### src/rtl/battleship_board.sv
// battleship_board
//   One player's board for the Battleship game. Ship cells are placed on LDR1
//   rising edges. Shots are fired on LDR2 rising edges and each one is
//   resolved in a single EVAL cycle. OK and Liv report back to the game FSM.
// Ports
//   clk, clr_n     clock, async active-low reset
//   LDR1/LDR2      place / fire requests (edge-triggered, sampled on clk)
//   Disp           led enable
//   coord          cell index for the current placement or shot
//   OK             fleet placed and last shot accepted
//   Liv            fleet still has an unhit ship cell
//   hit/miss/dup   one-cycle result pulses
//   hits           distinct ship cells hit
//   led            ship_map while placing, shot_map afterwards, 0 when !Disp
module battleship_board #(
  parameter int CELLS = 16,
  parameter int SHIPS = 3
) (
  input  logic                     clk,
  input  logic                     clr_n,
  input  logic                     LDR1,
  input  logic                     LDR2,
  input  logic                     Disp,
  input  logic [$clog2(CELLS)-1:0] coord,
  output logic                     OK,
  output logic                     Liv,
  output logic                     hit,
  output logic                     miss,
  output logic                     dup,
  output logic [3:0]               hits,
  output logic [CELLS-1:0]         led
);
  localparam int AW = $clog2(CELLS);
  localparam int CW = $clog2(SHIPS + 1);

  typedef enum logic [1:0] {PLACE, ARMED, EVAL, DEAD} state_t;

  state_t           state, state_nxt;
  logic [CELLS-1:0] ship_map, shot_map;
  logic [CW-1:0]    ship_cnt, hit_cnt;
  logic [AW-1:0]    shot_reg;
  logic             ldr1_q, ldr2_q;
  logic             rise1, rise2;
  logic             last_ship, shot_new, shot_on_ship, last_hit;

  assign rise1        = LDR1 & ~ldr1_q;
  assign rise2        = LDR2 & ~ldr2_q;
  assign last_ship    = (ship_cnt + CW'(1)) == CW'(SHIPS);
  assign shot_new     = ~shot_map[shot_reg];
  assign shot_on_ship = ship_map[shot_reg];
  assign last_hit     = (hit_cnt + CW'(1)) == CW'(SHIPS);

  // State register
  always_ff @(posedge clk or negedge clr_n) begin
    if (!clr_n) state <= PLACE;
    else        state <= state_nxt;
  end

  // Next state
  always_comb begin
    state_nxt = state;
    case (state)
      PLACE: if (rise1 && !ship_map[coord] && last_ship) state_nxt = ARMED;
      ARMED: if (rise2) state_nxt = EVAL;
      EVAL:  state_nxt = (shot_new && shot_on_ship && last_hit) ? DEAD : ARMED;
      DEAD:  state_nxt = DEAD;
      default: state_nxt = PLACE;
    endcase
  end

  // Board registers and result pulses. The pulses default low each cycle,
  // so DEAD naturally holds them at zero.
  always_ff @(posedge clk or negedge clr_n) begin
    if (!clr_n) begin
      ship_map <= '0;
      shot_map <= '0;
      ship_cnt <= '0;
      hit_cnt  <= '0;
      shot_reg <= '0;
      ldr1_q   <= 1'b0;
      ldr2_q   <= 1'b0;
      OK       <= 1'b0;
      hit      <= 1'b0;
      miss     <= 1'b0;
      dup      <= 1'b0;
    end else begin
      ldr1_q <= LDR1;
      ldr2_q <= LDR2;
      hit    <= 1'b0;
      miss   <= 1'b0;
      dup    <= 1'b0;
      case (state)
        PLACE: if (rise1) begin
          if (ship_map[coord]) dup <= 1'b1;
          else begin
            ship_map[coord] <= 1'b1;
            ship_cnt        <= ship_cnt + CW'(1);
            if (last_ship) OK <= 1'b1;
          end
        end
        ARMED: if (rise2) shot_reg <= coord;
        EVAL: begin
          if (shot_new) begin
            shot_map[shot_reg] <= 1'b1;
            OK                 <= 1'b1;
            if (shot_on_ship) begin
              hit_cnt <= hit_cnt + CW'(1);
              hit     <= 1'b1;
            end else begin
              miss <= 1'b1;
            end
          end else begin
            // Repeat shot: dropping OK tells the FSM to ask for another shot
            dup <= 1'b1;
            OK  <= 1'b0;
          end
        end
        default: ;
      endcase
    end
  end

  // Combinational outputs
  always_comb begin
    Liv  = hit_cnt != CW'(SHIPS);
    hits = 4'(hit_cnt);
    led  = '0;
    if (Disp) led = (state == PLACE) ? ship_map : shot_map;
  end
endmodule

### config.mk
export PLATFORM = sky130hd
export DESIGN_NAME = battleship_board
export DESIGN_NICKNAME = d
export VERILOG_FILES = /design/src/rtl/battleship_board.sv
export SDC_FILE = /design/constraint.sdc
export NUM_CORES = 1
export LEC_CHECK = 0
export ABC_CLOCK_PERIOD_IN_PS = 2400
export CAP_MARGIN = 20
export CELL_PAD_IN_SITES_DETAIL_PLACEMENT = 1
export CELL_PAD_IN_SITES_GLOBAL_PLACEMENT = 2
export CORE_MARGIN = 3
export CORE_UTILIZATION = 36
export CTS_CLUSTER_DIAMETER = 150
export DETAILED_ROUTE_END_ITERATION = 8
export PLACE_DENSITY_LB_ADDON = 0.1
export SLEW_MARGIN = 20
export SYNTH_ARGS = -nofsm -noshare
export SYNTH_HDL_FRONTEND = slang
export SYNTH_SLANG_ARGS = --single-unit
### constraint.sdc
create_clock -name clk -period 2.4 [get_ports clk]
set_input_delay 0.24 -clock clk [delete_from_list [all_inputs] [get_ports clk]]
set_output_delay 0.24 -clock clk [all_outputs]
set_load 0.01 [all_outputs]
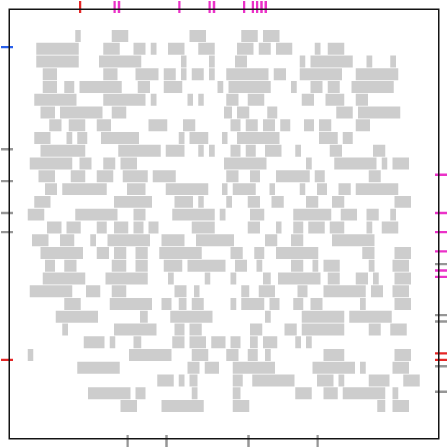
Fig. 1. Pin map.
Pins as bars across the die edge, other pins in gray.
`hits` -> red  # pins 4, direction output, edge 2 right, 1 top, 1 left
`led` -> magenta  # pins 16, direction output, edge 10 top, 6 right
`clk` -> blue  # pins 1, direction input, edge left

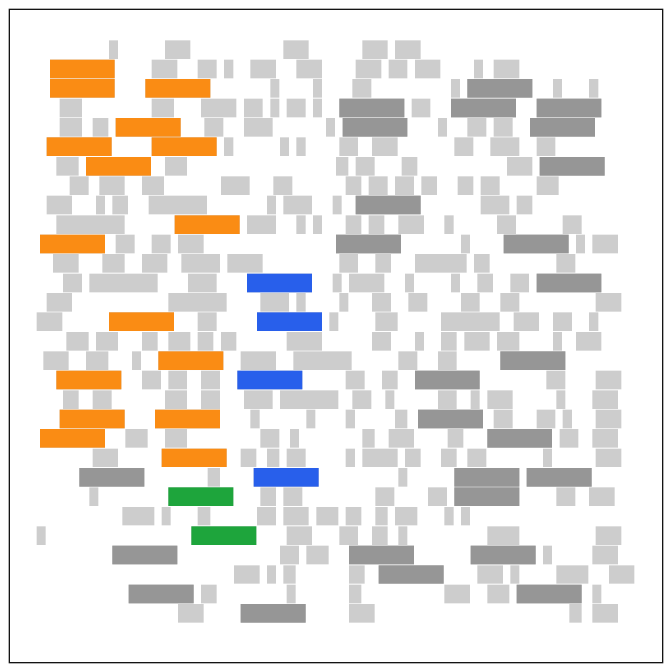
Fig. 2. Register map, names as in the netlist.
`shot_reg` -> blue  # flops 4, where center
`state` -> green  # flops 2
`ship_map` -> orange  # flops 16
not colored = 26

==> results.json <==
{
  "grt_pass1_vias": 2122,
  "area_delta_synth_final_pct": 23.98,
  "min_period_ps": 2206,
  "yosys_area_mm2": 0.002614,
  "post-route-drc-count": 0,
  "cts_resized": 0,
  "num_rows": 30,
  "ys_cells": 243,
  "mostFrequentLayoutCells": "dfrtp_1 (48), nand2_1 (38), clkdlybuf4s50_1 (30), buf_4 (23), a21boi_0 (14)",
  "crit_arrival_ps": 1970,
  "num-nonclk-inverters": 6,
  "period_used_pct": 91.91,
  "min_path_type": "in2reg",
  "clock_area_share_pct": 2.857,
  "min_from": "LDR1",
  "switching_share_pct": 38.07,
  "drt_iter0_markers": 97,
  "htree_num_levels": 2,
  "cp_num_cells": 5,
  "n_all_buffers": 56,
  "yosys_warnings": 0,
  "comb_area_share_pct": 40.00,
  "worstRegToRegCells": 6,
  "status": "finished, final reports clean",
  "syn_area_mm2": 0.002614,
  "power_leader": "combinational cells",
  "postCtsHoldBufs": 1,
  "logic_family": "AND-OR/OR-AND gates"
}
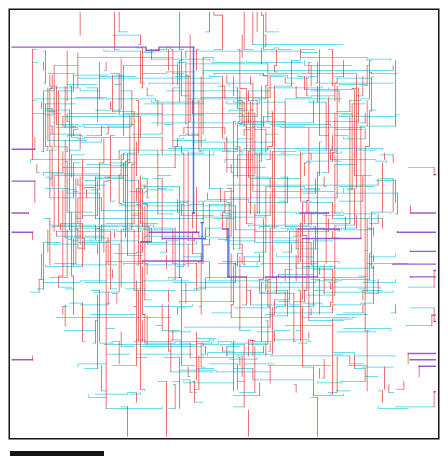
Fig. 3. Routed metal, one color a layer.
Scale bar: 20 um.
M4 -> blue  # wire length 53.7 um
M3 -> purple  # wire length 189 um
M1 -> cyan  # wire length 3460 um
M2 -> red  # wire length 3270 um
Via Count: 2033
routed len/inst: 18.02 um
GRT Resource Usage Total: 17.56%
DRT Wirelength: 6972 um

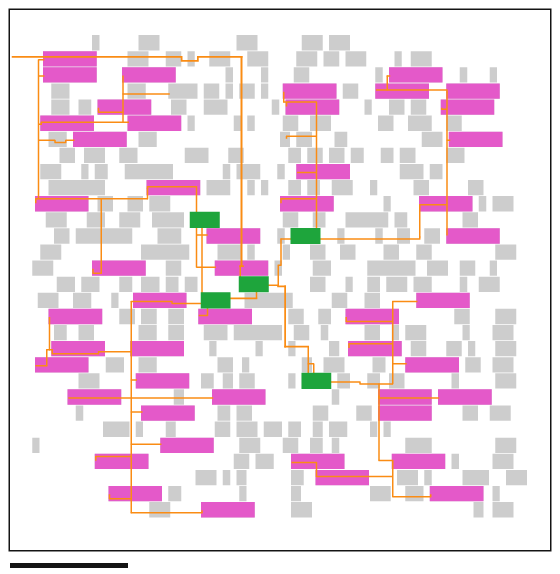
Fig. 4. Clock distribution.
Scale bar: 20 um.
clock wires -> orange  # length 640 um
flip-flops -> magenta  # count 48
clock-net drivers -> green  # count 5
routed clock nets = 6
Setup Skew: 5.978 ps
clk pwr: 0.503 mW
Worst-Skew Late Latency: 300 ps
Clk pwr share: 13.6%

Power is estimated from default activity; no workload was simulated.
